`src/rtl/fetch_seq_pkg.sv`:
```
// fetch_seq_pkg
//   Shared definitions for the instruction-fetch sequencer: FSM state
//   encoding, PC increment and branch-target alignment mask.
package fetch_seq_pkg;

    typedef enum logic [2:0] {
        BOOT     = 3'd0,
        FETCH    = 3'd1,
        STALL    = 3'd2,
        REDIRECT = 3'd3,
        ERROR    = 3'd4
    } fetch_state_t;

    localparam int unsigned PC_INCR = 4;

    // Wide enough for any practical ADDR_W; callers truncate to their width.
    localparam logic [63:0] ALIGN_MASK = ~64'd3;

    // Width of the imem wait counter; covers MAX_WAIT up to 255.
    localparam int unsigned WAIT_W = 8;

endpackage

```
`src/rtl/fetch_sat_counter.sv`:
```
// fetch_sat_counter
//   Up-counter that stops at SAT_VAL. Synchronous active-high reset and
//   synchronous clear both return it to zero; clear wins over increment.
// Ports:
//   clk   in   rising-edge clock
//   rst   in   synchronous reset, active-high
//   inc   in   count up by one (ignored once SAT_VAL is reached)
//   clr   in   synchronous clear
//   count out  current count
module fetch_sat_counter #(
    parameter int unsigned          WIDTH   = 8,
    parameter logic [WIDTH-1:0]     SAT_VAL = '1
) (
    input  logic             clk,
    input  logic             rst,
    input  logic             inc,
    input  logic             clr,
    output logic [WIDTH-1:0] count
);

    always_ff @(posedge clk) begin
        if (rst || clr) begin
            count <= '0;
        end else if (inc && (count != SAT_VAL)) begin
            count <= count + 1'b1;
        end
    end

endmodule

```
`src/rtl/fetch_sequencer.sv`:
```
// fetch_sequencer
//   Instruction-fetch stage sequencer. Owns the PC, selects PC+4 or a
//   branch target, handshakes with a variable-latency instruction memory,
//   and drives the IF/ID write-enable / flush for stalls and redirects.
//   A fetch that waits MAX_WAIT cycles without imem_ready parks the
//   sequencer in ERROR with a sticky fetch_timeout until reset.
//
//   Optional feature macro: FETCH_PERF_EN adds saturating performance
//   counters (perf_fetch_cnt, perf_stall_cnt, perf_flush_cnt).
//
// State table:
//   BOOT     | one idle cycle after reset, no request
//   FETCH    | request pc from imem, advance on imem_ready
//   STALL    | hazard stall, pc held, no request
//   REDIRECT | bubble after branch, stale imem response ignored
//   ERROR    | imem timeout, sticky, left only via rst
//
// Ports:
//   clk, rst              clock, synchronous active-high reset
//   branch_taken/_target  redirect request and address (low 2 bits dropped)
//   hazard_stall          load-use stall request
//   imem_ready            imem returns the instruction at pc this cycle
//   pc                    registered fetch address
//   imem_req              fetch request for pc
//   ifid_we, ifid_flush   IF/ID write-enable and clear (combinational)
//   fetch_timeout         sticky imem timeout flag
//   perf_*_cnt            performance counters (FETCH_PERF_EN only)
module fetch_sequencer
    import fetch_seq_pkg::*;
#(
    parameter int unsigned       ADDR_W   = 32,
    parameter logic [ADDR_W-1:0] RESET_PC = '0,
    parameter int unsigned       MAX_WAIT = 15
`ifdef FETCH_PERF_EN
    ,
    parameter int unsigned       PERF_W   = 32
`endif
) (
    input  logic              clk,
    input  logic              rst,
    input  logic              branch_taken,
    input  logic [ADDR_W-1:0] branch_target,
    input  logic              hazard_stall,
    input  logic              imem_ready,
    output logic [ADDR_W-1:0] pc,
    output logic              imem_req,
    output logic              ifid_we,
    output logic              ifid_flush,
    output logic              fetch_timeout
`ifdef FETCH_PERF_EN
    ,
    output logic [PERF_W-1:0] perf_fetch_cnt,
    output logic [PERF_W-1:0] perf_stall_cnt,
    output logic [PERF_W-1:0] perf_flush_cnt
`endif
);

    localparam logic [WAIT_W-1:0] WAIT_LAST  = WAIT_W'(MAX_WAIT - 1);
    localparam logic [ADDR_W-1:0] ALIGN      = ADDR_W'(ALIGN_MASK);
    localparam logic [ADDR_W-1:0] PC_STEP    = ADDR_W'(PC_INCR);

    fetch_state_t      state;
    logic [WAIT_W-1:0] wait_cnt;
    logic              redirect;
    logic              wait_inc;

    // Branch redirect applies in every state except ERROR.
    assign redirect = branch_taken && (state != ERROR);

    assign imem_req   = !rst && (state == FETCH);
    assign ifid_we    = !rst && (state == FETCH) && imem_ready
                        && !hazard_stall && !branch_taken;
    assign ifid_flush = rst || (state == ERROR) || redirect;

    // Only an unanswered, otherwise undisturbed FETCH cycle counts as waiting.
    assign wait_inc = (state == FETCH) && !branch_taken && !hazard_stall && !imem_ready;

    fetch_sat_counter #(
        .WIDTH   (WAIT_W),
        .SAT_VAL ('1)
    ) u_wait_cnt (
        .clk   (clk),
        .rst   (rst),
        .inc   (wait_inc),
        .clr   (!wait_inc),
        .count (wait_cnt)
    );

    always_ff @(posedge clk) begin
        if (rst) begin
            state         <= BOOT;
            pc            <= RESET_PC;
            fetch_timeout <= 1'b0;
        end else if (redirect) begin
            pc    <= branch_target & ALIGN;
            state <= REDIRECT;
        end else begin
            case (state)
                BOOT:     state <= FETCH;
                REDIRECT: state <= FETCH;
                STALL: begin
                    if (!hazard_stall) state <= FETCH;
                end
                FETCH: begin
                    // A response in a stall cycle is dropped; pc is refetched.
                    if (hazard_stall) begin
                        state <= STALL;
                    end else if (imem_ready) begin
                        pc <= pc + PC_STEP;
                    end else if (wait_cnt == WAIT_LAST) begin
                        state         <= ERROR;
                        fetch_timeout <= 1'b1;
                    end
                end
                ERROR:    state <= ERROR;
                default:  state <= ERROR;
            endcase
        end
    end

`ifdef FETCH_PERF_EN
    fetch_sat_counter #(.WIDTH(PERF_W), .SAT_VAL('1)) u_perf_fetch (
        .clk (clk), .rst (rst), .inc (ifid_we), .clr (1'b0), .count (perf_fetch_cnt)
    );

    fetch_sat_counter #(.WIDTH(PERF_W), .SAT_VAL('1)) u_perf_stall (
        .clk (clk), .rst (rst), .inc (state == STALL), .clr (1'b0), .count (perf_stall_cnt)
    );

    fetch_sat_counter #(.WIDTH(PERF_W), .SAT_VAL('1)) u_perf_flush (
        .clk (clk), .rst (rst), .inc (ifid_flush), .clr (1'b0), .count (perf_flush_cnt)
    );
`endif

endmodule
```
`config.mk`:
```
export PLATFORM = sky130hd
export DESIGN_NAME = fetch_sequencer
export DESIGN_NICKNAME = d
export VERILOG_FILES = /design/src/rtl/fetch_seq_pkg.sv /design/src/rtl/fetch_sat_counter.sv /design/src/rtl/fetch_sequencer.sv
export SDC_FILE = /design/constraint.sdc
export NUM_CORES = 1
export LEC_CHECK = 0
export CORE_MARGIN = 4
export CORE_UTILIZATION = 42
export DETAILED_ROUTE_END_ITERATION = 8
export PLACE_DENSITY_LB_ADDON = 0.08
export SETUP_SLACK_MARGIN = 0.5
export SLEW_MARGIN = 10
export SYNTH_ARGS = -nofsm -noshare
export SYNTH_HDL_FRONTEND = slang
export SYNTH_SLANG_ARGS = --single-unit
export TNS_END_PERCENT = 1
```
`constraint.sdc`:
```
create_clock -name clk -period 2.1 [get_ports clk]
set_clock_uncertainty 0.15 [all_clocks]
set_input_delay 0.21 -clock clk [delete_from_list [all_inputs] [get_ports clk]]
set_output_delay 0.21 -clock clk [all_outputs]
set_load 0.05 [all_outputs]
```
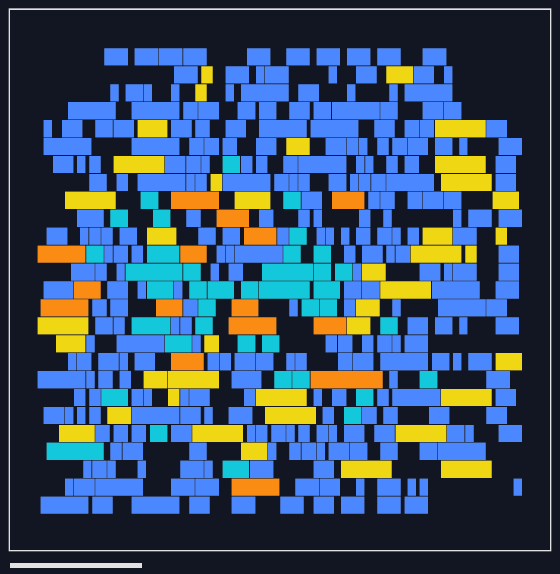
Run 1: cell sizes after repair
Bar = 20 um.
color	size	cells	share
blue	_0 and _1 cells	291	76%
yellow	_2 cells	39	10%
orange	_6 and larger	15	3.9%
cyan	_3 and _4 cells	39	10%
Final Instance Area: 0.00353 mm2
final setup margin: -145 ps
area delta synth->final: 54.0%
Non-clk bufs: 101

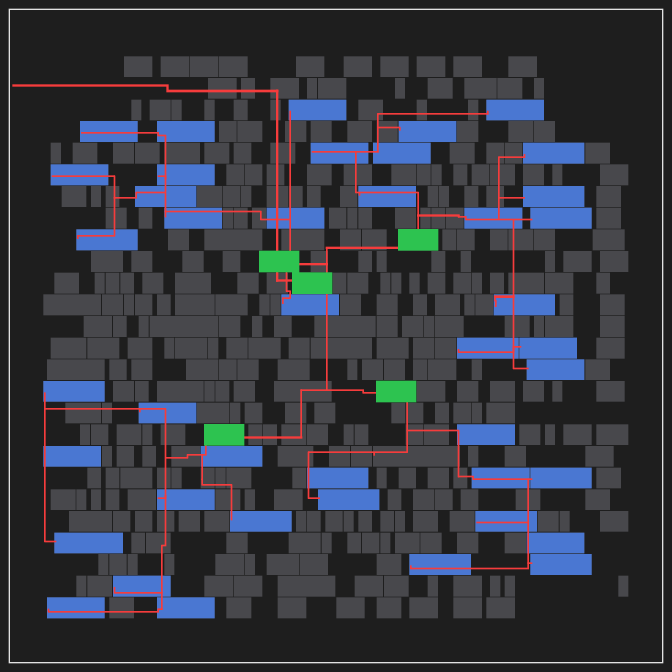
Run 1: clock network drawn from the DEF
[green] clock drivers | count: 5
[red] clock wires | length: 520 um
[blue] flip-flops | count: 42
flops lie	widely spread
clock group power: 0.000631 W
clock network fraction of total power: 31.7%
worst skew pair latency: 290 ps

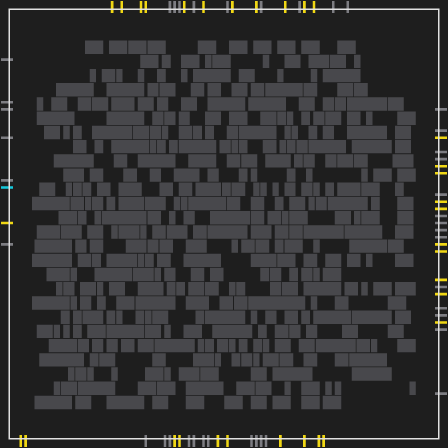
Run 1: I/O pins on the die edge
Pins as bars across the die edge, other pins in gray.
color	port	pins	direction	edge
yellow	branch_target	32	input	11 top, 10 bottom, 10 right, 1 left
cyan	hazard_stall	1	input	left
all pins by edge	24 right, 21 bottom, 20 top, 8 left
chip width: 81.9 um
Port Buffers: 68

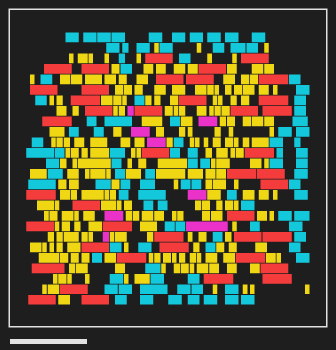
Run 1: cells colored by class
Bar = 20 um.
color	class	cells	share of their area
cyan	remaining buffers and delay cells	101	28%
red	sequential cells	42	25%
magenta	clock drivers and dummy loads	8	3.2%
yellow	combinational and other logic	233	44%
sequential fraction of total cell area: 24.5%
post-layout util: 67.9%
Core Region: 0.00520 mm2
# rows: 26

==> run_results.csv, run 1 <==
group,metric,value,unit
setup_path,r2r_start,"state[2]$_SDFFE_PP0P_",
detailed_routing,drt_wl_total,6510,um
final_layout,layout_top_cell,"nor2_1",
detailed_routing,vias,2483,
power,leakage,1.33,nW
detailed_routing,drt-met1-wl,2940,um
setup_path,slowest_stage,"or4b_4",
setup_path,start_kind,"flop",
setup_path,r2r_setup_slack,-140,ps
cts,clk_pin_slew,80,ps
final_layout,nNetsFinal,423,
synthesis,synth_cell_type_count,41,
sta,worst_slack,-145,ps
synthesis,yosys-top-cells-count,"45 x nor2_1, 42 x dfxtp_1, 27 x nand3_1",
synthesis,synth.avg_cell_area,7.89,um2
worst_hold_path,hold_path_depth,3,
setup_path,crit_required,2170,ps
detailed_routing,dr.pass1.iters,5,
status,status,"finished with violations",
setup_path,reg2reg_to,"pc[13]$_SDFFE_PP0P_",
synthesis,most_common_cell,"nor2_1",
synthesis,ys.flops,42,
placement,dp.cells,444,
setup_path,critPathKind,"reg -> reg",
status,violations,"negative setup slack",
grt,grt_usage,19.3,%
grt,grtUsageMet1,25.5,%
synthesis,yosysTopAreaCell,"dfxtp_1",
synthesis,flop_cell,"dfxtp_1",
synthesis,syn_area,0.00229,mm2
cts,htree_num_levels,2,
setup_path,crit_buf_inv,1,
detailed_routing,postRouteAntennaNets,0,
final_layout,drive_gt1_share,24.2,%
worst_hold_path,worstHoldEndpoint,"pc[17]$_SDFFE_PP0P_",
detailed_routing,top_layer_used,"met4",
grt,met2_usage,31.4,%
synthesis,xor_area_share,9.54,%
sta,max_freq,0.445,GHz
grt,busiest_layer,"met2",
synthesis,synthCells,291,
job,cap_violations,0,
synthesis,ys_area,0.00229,mm2
final_layout,final_layout_top_logic_cells,"44 x nor2_1, 33 x clkdlybuf4s50_1, 27 x buf_4",
sta,finalClockPeriodUsage,107,%
synthesis,synth-async-reset-ratio,0,%
setup_path,rr_worst_depth,5,
cts,cts_made_buffers,5,
power,powerDensity,563,mW/mm2
die,fp_util,44.1,%
placement,place_area,0.00333,mm2
synthesis,top_cells_by_area,"dfxtp_1 37%, nor2_1 7.4%, a211oi_1 6.9%, xor2_1 6.9%, nand3_1 5.9%",
final_layout,instances_no_fill,454,
setup_path,worstPathCellList,"or4b_4, buf_6, or4_4, or4_1, a31oi_1",
synthesis,synth-edff-count,0,
detailed_routing,wl_per_cell,14.3,um
worst_hold_path,hold_class,"in -> reg",
sta,hold_violations,0,
sta,final_max_slew_viol_count,0,
synthesis,simple_gate_share,33.3,%
grt,grt_max_degree,31,
sta,finalSetupViolations,9,
job,tool_warnings,32,
sta,period_minus_slack,2240,ps
cts,post-cts-setup-buffer-count,2,
detailed_routing,via_per_inst,5.47,
setup_path,cp.arrival,2310,ps
final_layout,insertedDiodeCount,0,
setup_path,crit_family,"simple AND/OR/NAND/NOR gates",
final_layout,num-fill-cells,457,
setup_path,slowest_delay,540,ps
placement,dp_hpwl,4790,um
grt,gr-usage-met3,4.39,%
setup_path,worstPathMaxFanout,4,
cts,cts_root_buffer,"clkbuf_8",
synthesis,ys_warn_count,0,
cts,postCtsHoldBufs,0,
power,p_total,0.00199,W
die,dieArea,0.00671,mm2
grt,grt_first_pass_wirelength,10200,um
synthesis,ys_seq_share,36.6,%
synthesis,synth-compound-area-share,14.7,%
cts,clkSinkCount,42,
grt,antenna_found_initial,0,
cts,cts_resized,61,
detailed_routing,wl_met2,3160,um
cts,cts_tree,"yes",
synthesis,yosysTopAreaCellShare,36.6,%
sta,whs,325,ps
setup_path,end_kind,"flop",
sta,worst_pin_slew,516,ps
detailed_routing,dr_wl_met3,355,um
grt,grt_pass1_vias,2182,
die,ioPinCount,73,
placement,gp_congestion,0.872,
grt,gr-total-overflow,0,
synthesis,ys_top_logic_family,"simple AND/OR/NAND/NOR gates",
synthesis,synthMuxAreaShare,0,%
worst_hold_path,min_from,"branch_target[17]",
detailed_routing,drc_errors,0,
cts,cts_buffer_depth,2,
sta,rsz0062_at_grt,"yes",
sta,maxSlewHeadroom,65.8,%
synthesis,adder_share,1.64,%
sta,tns,-596,ps
placement,preCtsSetupSlack,-497,ps
synthesis,ys_cells,291,
detailed_routing,drtIter0Drc,177,
power,ir_worst_vdd,0.000280,V
-- run 1: sequential cells by signal (all words and copies together), names as in the netlist --
name and flops:
u_wait_cnt.count 8, pc 30, fetch_timeout 1, state 3
-- run 1: logic make-up (layout without fill, tap and decap cells) --
| kind of cell | after synthesis | count (layout) |
|---|---|---|
| and+or+nand+nor | 150 | 150 |
| AOI/OAI and AO/OA | 48 | 48 |
| DFF | 42 | 42 |
| xor gates and xnor gates | 25 | 25 |
| buffers and inverters | 22 | 114 |
| adders and majority gates | 3 | 3 |
| other | 1 | 2 |
-- run 1: how the worst max path moves through the flow --
stage,start,to,slack (ps),cells past startpoint
detailed placement,hazard_stall,pc[12]$_SDFFE_PP0P_,-500,7
finish,state[2]$_SDFFE_PP0P_,pc[13]$_SDFFE_PP0P_,-140,5
CTS,state[2]$_SDFFE_PP0P_,pc[13]$_SDFFE_PP0P_,-140,5
global route,state[2]$_SDFFE_PP0P_,pc[13]$_SDFFE_PP0P_,-190,5
global placement,hazard_stall,pc[13]$_SDFFE_PP0P_,-470,5
floorplan,state[2]$_SDFFE_PP0P_,pc[13]$_SDFFE_PP0P_,-60,5
-- run 1: final cells by class --
cell class / instances / area (um2) / share of cell area, %
Tap cell: 70 / 87.6 / 2.48
Inverter: 5 / 18.8 / 0.531
Multi-Input combinational cell: 228 / 1500 / 42.3
Clock inverter: 3 / 40.0 / 1.13
Clock buffer: 5 / 68.8 / 1.95
Timing Repair Buffer: 101 / 958 / 27.1
Sequential cell: 42 / 865 / 24.5
-- run 1: tightest hold or removal path, delay by kind of cell --
family | cells | cell delay [ps]
buf+inv | 1 | 410
simple gates | 1 | 60
compound gates | 1 | 50
-- run 1: report_power, final --
group          switching, W  internal (W)
registers         0.0000530      0.000841
clock network      0.000281      0.000350
logic              0.000279      0.000186
Run 1, clock nets:
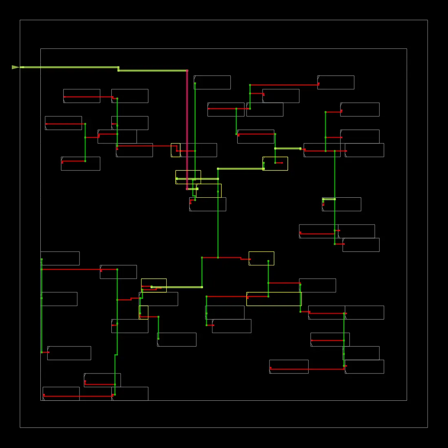

--- run 2 (diff from run 1) ---
--- a/config.mk
+++ b/config.mk
@@ -7,6 +7,7 @@
 export LEC_CHECK = 0
 export CORE_MARGIN = 4
 export CORE_UTILIZATION = 42
+export CTS_BUF_LIST = sky130_fd_sc_hd__clkbuf_16
 export DETAILED_ROUTE_END_ITERATION = 8
 export PLACE_DENSITY_LB_ADDON = 0.08
 export SETUP_SLACK_MARGIN = 0.5
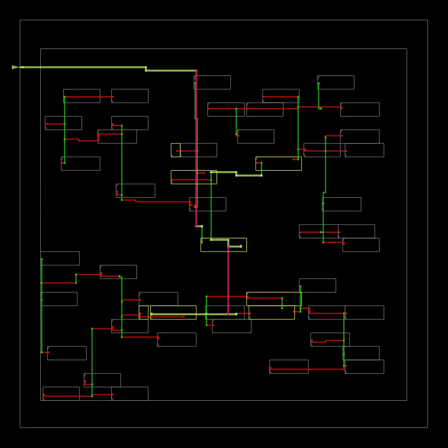
Run 2: clock nets
TritonCTS Sinks: 42
worst skew pair latency: 280 ps
Num CTS Buffers: 5

==> run_results.csv, run 2 <==
group,metric,value,unit
status,status,"finished with violations",
status,violations,"negative setup slack",
power,power-top-group,"registers",
job,cap_violations,0,
power,p_int,0.00159,W
power,swShare,28.9,%
synthesis,ys.flops,42,
placement,port_buffers,68,
detailed_routing,top_layer_used,"met4",
die,ioPinCount,73,
detailed_routing,postRouteAntennaNets,0,
final_layout,area_growth,58.3,%
cts,cts_tree,"yes",
die,rows,26,
final_layout,nNetsFinal,423,
sta,finalClockPeriodUsage,106,%
power,p_sw,0.000646,W
sta,finalSetupViolations,9,
die,die_w,81.9,um
power,ir_worst_vdd,0.000528,V
final_layout,largest_reg_flops,30,
sta,period_minus_slack,2230,ps
setup_path,start_kind,"flop",
sta,maxSlewHeadroom,66.2,%
sta,worst_slack,-131,ps
synthesis,ys_seq_share,36.6,%
synthesis,yosys-top-cells-count,"45 x nor2_1, 42 x dfxtp_1, 27 x nand3_1",
power,pwr-share-clk,38.7,%
detailed_routing,drtIter0Drc,162,
grt,grt_pass1_vias,2223,
synthesis,synth_cell_type_count,41,
synthesis,syn_area,0.00229,mm2
final_layout,layout_top_cell,"nor2_1",
synthesis,top_cells_by_area,"dfxtp_1 37%, nor2_1 7.4%, a211oi_1 6.9%, xor2_1 6.9%, nand3_1 5.9%",
setup_path,end_kind,"flop",
power,leakage,1.37,nW
placement,place_area,0.00333,mm2
sta,final_max_slew_viol_count,0,
synthesis,synthCells,291,
power,p_comb_share,21.1,%
grt,grt_max_degree,31,
detailed_routing,dr.pass1.iters,4,
synthesis,most_common_cell,"nor2_1",
grt,grtUsageMet1,25.8,%
die,dieArea,0.00671,mm2
final_layout,largest-register,"pc",
grt,gr-usage-met3,4.17,%
power,clock_power,0.000866,W
synthesis,synth.avg_cell_area,7.89,um2
final_layout,stdcell_area,0.00363,mm2
power,pwr-share-seq,40.2,%
sta,hold_violations,0,
detailed_routing,vias,2511,
grt,grt_usage,20.1,%
sta,max_freq,0.448,GHz
sta,rsz0062_at_grt,"yes",
grt,gr-total-overflow,0,
die,core_area,0.00520,mm2
die,fp_util,44.1,%
setup_path,critPathKind,"reg -> reg",
detailed_routing,drt-met1-wl,2920,um
final_layout,final_layout_top_logic_cells,"43 x nor2_1, 33 x clkdlybuf4s50_1, 26 x buf_4",
final_layout,insertedDiodeCount,0,
synthesis,synth-async-reset-ratio,0,%
job,tool_warnings,32,
final_layout,biggestRegsByFlops,"pc (30), u_wait_cnt.count (8), state (3)",
cts,clk_pin_slew,60,ps
grt,met2_usage,33.4,%
synthesis,ys_area,0.00229,mm2
synthesis,flop_cell,"dfxtp_1",
grt,grt_first_pass_wirelength,10500,um
setup_path,cp.arrival,2290,ps
worst_hold_path,hold_class,"reg -> reg",
power,powerSeq,0.000898,W
cts,cts_root_buffer,"clkbuf_16",
sta,worst_pin_slew,508,ps
detailed_routing,via_per_inst,5.53,
final_layout,drive_gt1_share,25.0,%
synthesis,yosysTopAreaCell,"dfxtp_1",
placement,dp_hpwl,4790,um
cts,cts_buffer_depth,2,
power,p_total,0.00224,W
power,powerDensity,615,mW/mm2
synthesis,ys_cells,291,
cts,htree_num_levels,2,
grt,busiest_layer,"met2",
detailed_routing,drt_wl_total,6720,um
detailed_routing,dr_wl_met3,387,um
grt,antenna_found_initial,0,
setup_path,worstPathMaxFanout,4,
detailed_routing,wl_per_cell,14.8,um
synthesis,yosysTopAreaCellShare,36.6,%
detailed_routing,wl_met2,3340,um
[run 2: cell counts after synthesis]
Identical to the previous run, type by type.
[run 2: cell type report]
class | instances | area (um2)
repair buffers | 101 | 958
multi-input cells | 228 | 1540
clock inverters | 3 | 40.0
fillers | 430 | 1570
clock buffers | 5 | 125
inverters | 5 | 18.8
well taps | 70 | 87.6
flip-flops and latches | 42 | 863
[run 2: repair_timing]
action / 4_1_cts / 5_1_grt
setup buffers: 2 / 0
pin swaps: 38 / 11
resized: 70 / 16
setup endpoints to repair: 75 / 55
[run 2: cells by family (layout without fill, tap and decap cells)]
kind of cell,count (synthesis),count (layout),synth area share (%)
compound gates,48,48,14.7
xor+xnor,25,25,9.54
fa+ha+maj,3,3,1.64
buf+inv,22,114,4.03
flops,42,42,36.6
other cells,1,2,0.163
simple gates,150,150,33.3
[run 2: worst paths after layout]
check,startpoint,end,slack (ps),cells past startpoint
setup reg to reg,state[2]$_SDFFE_PP0P_,pc[13]$_SDFFE_PP0P_,-130,5
hold reg to reg,fetch_timeout$_SDFFE_PP0P_,fetch_timeout$_SDFFE_PP0P_,320,2
setup / recovery,state[2]$_SDFFE_PP0P_,pc[13]$_SDFFE_PP0P_,-130,5
hold / removal,fetch_timeout$_SDFFE_PP0P_,fetch_timeout$_SDFFE_PP0P_,320,2
[run 2: per-stage QoR]
step	setup slack [ps]	util (%)	setup TNS (ps)	cells	hold WS, ps
2_1_floorplan	-58.5	-	-310	292	189
3_3_place_gp	-469	63.9	-10660	444	313
3_5_place_dp	-497	63.9	-11270	444	313
4_1_cts	-128	69.3	-434	454	327
5_1_grt	-191	69.8	-1600	454	359
6_report	-131	69.8	-523	454	324
[run 2: critical path: stages, from the launching register on]
cell     delay [ps]
dfxtp_2         320
or4b_4          550
buf_6           150
or4_4           440
or4_1           410
a31oi_1         130
Power figures rest on the tool's default switching activity, not on a simulated workload.
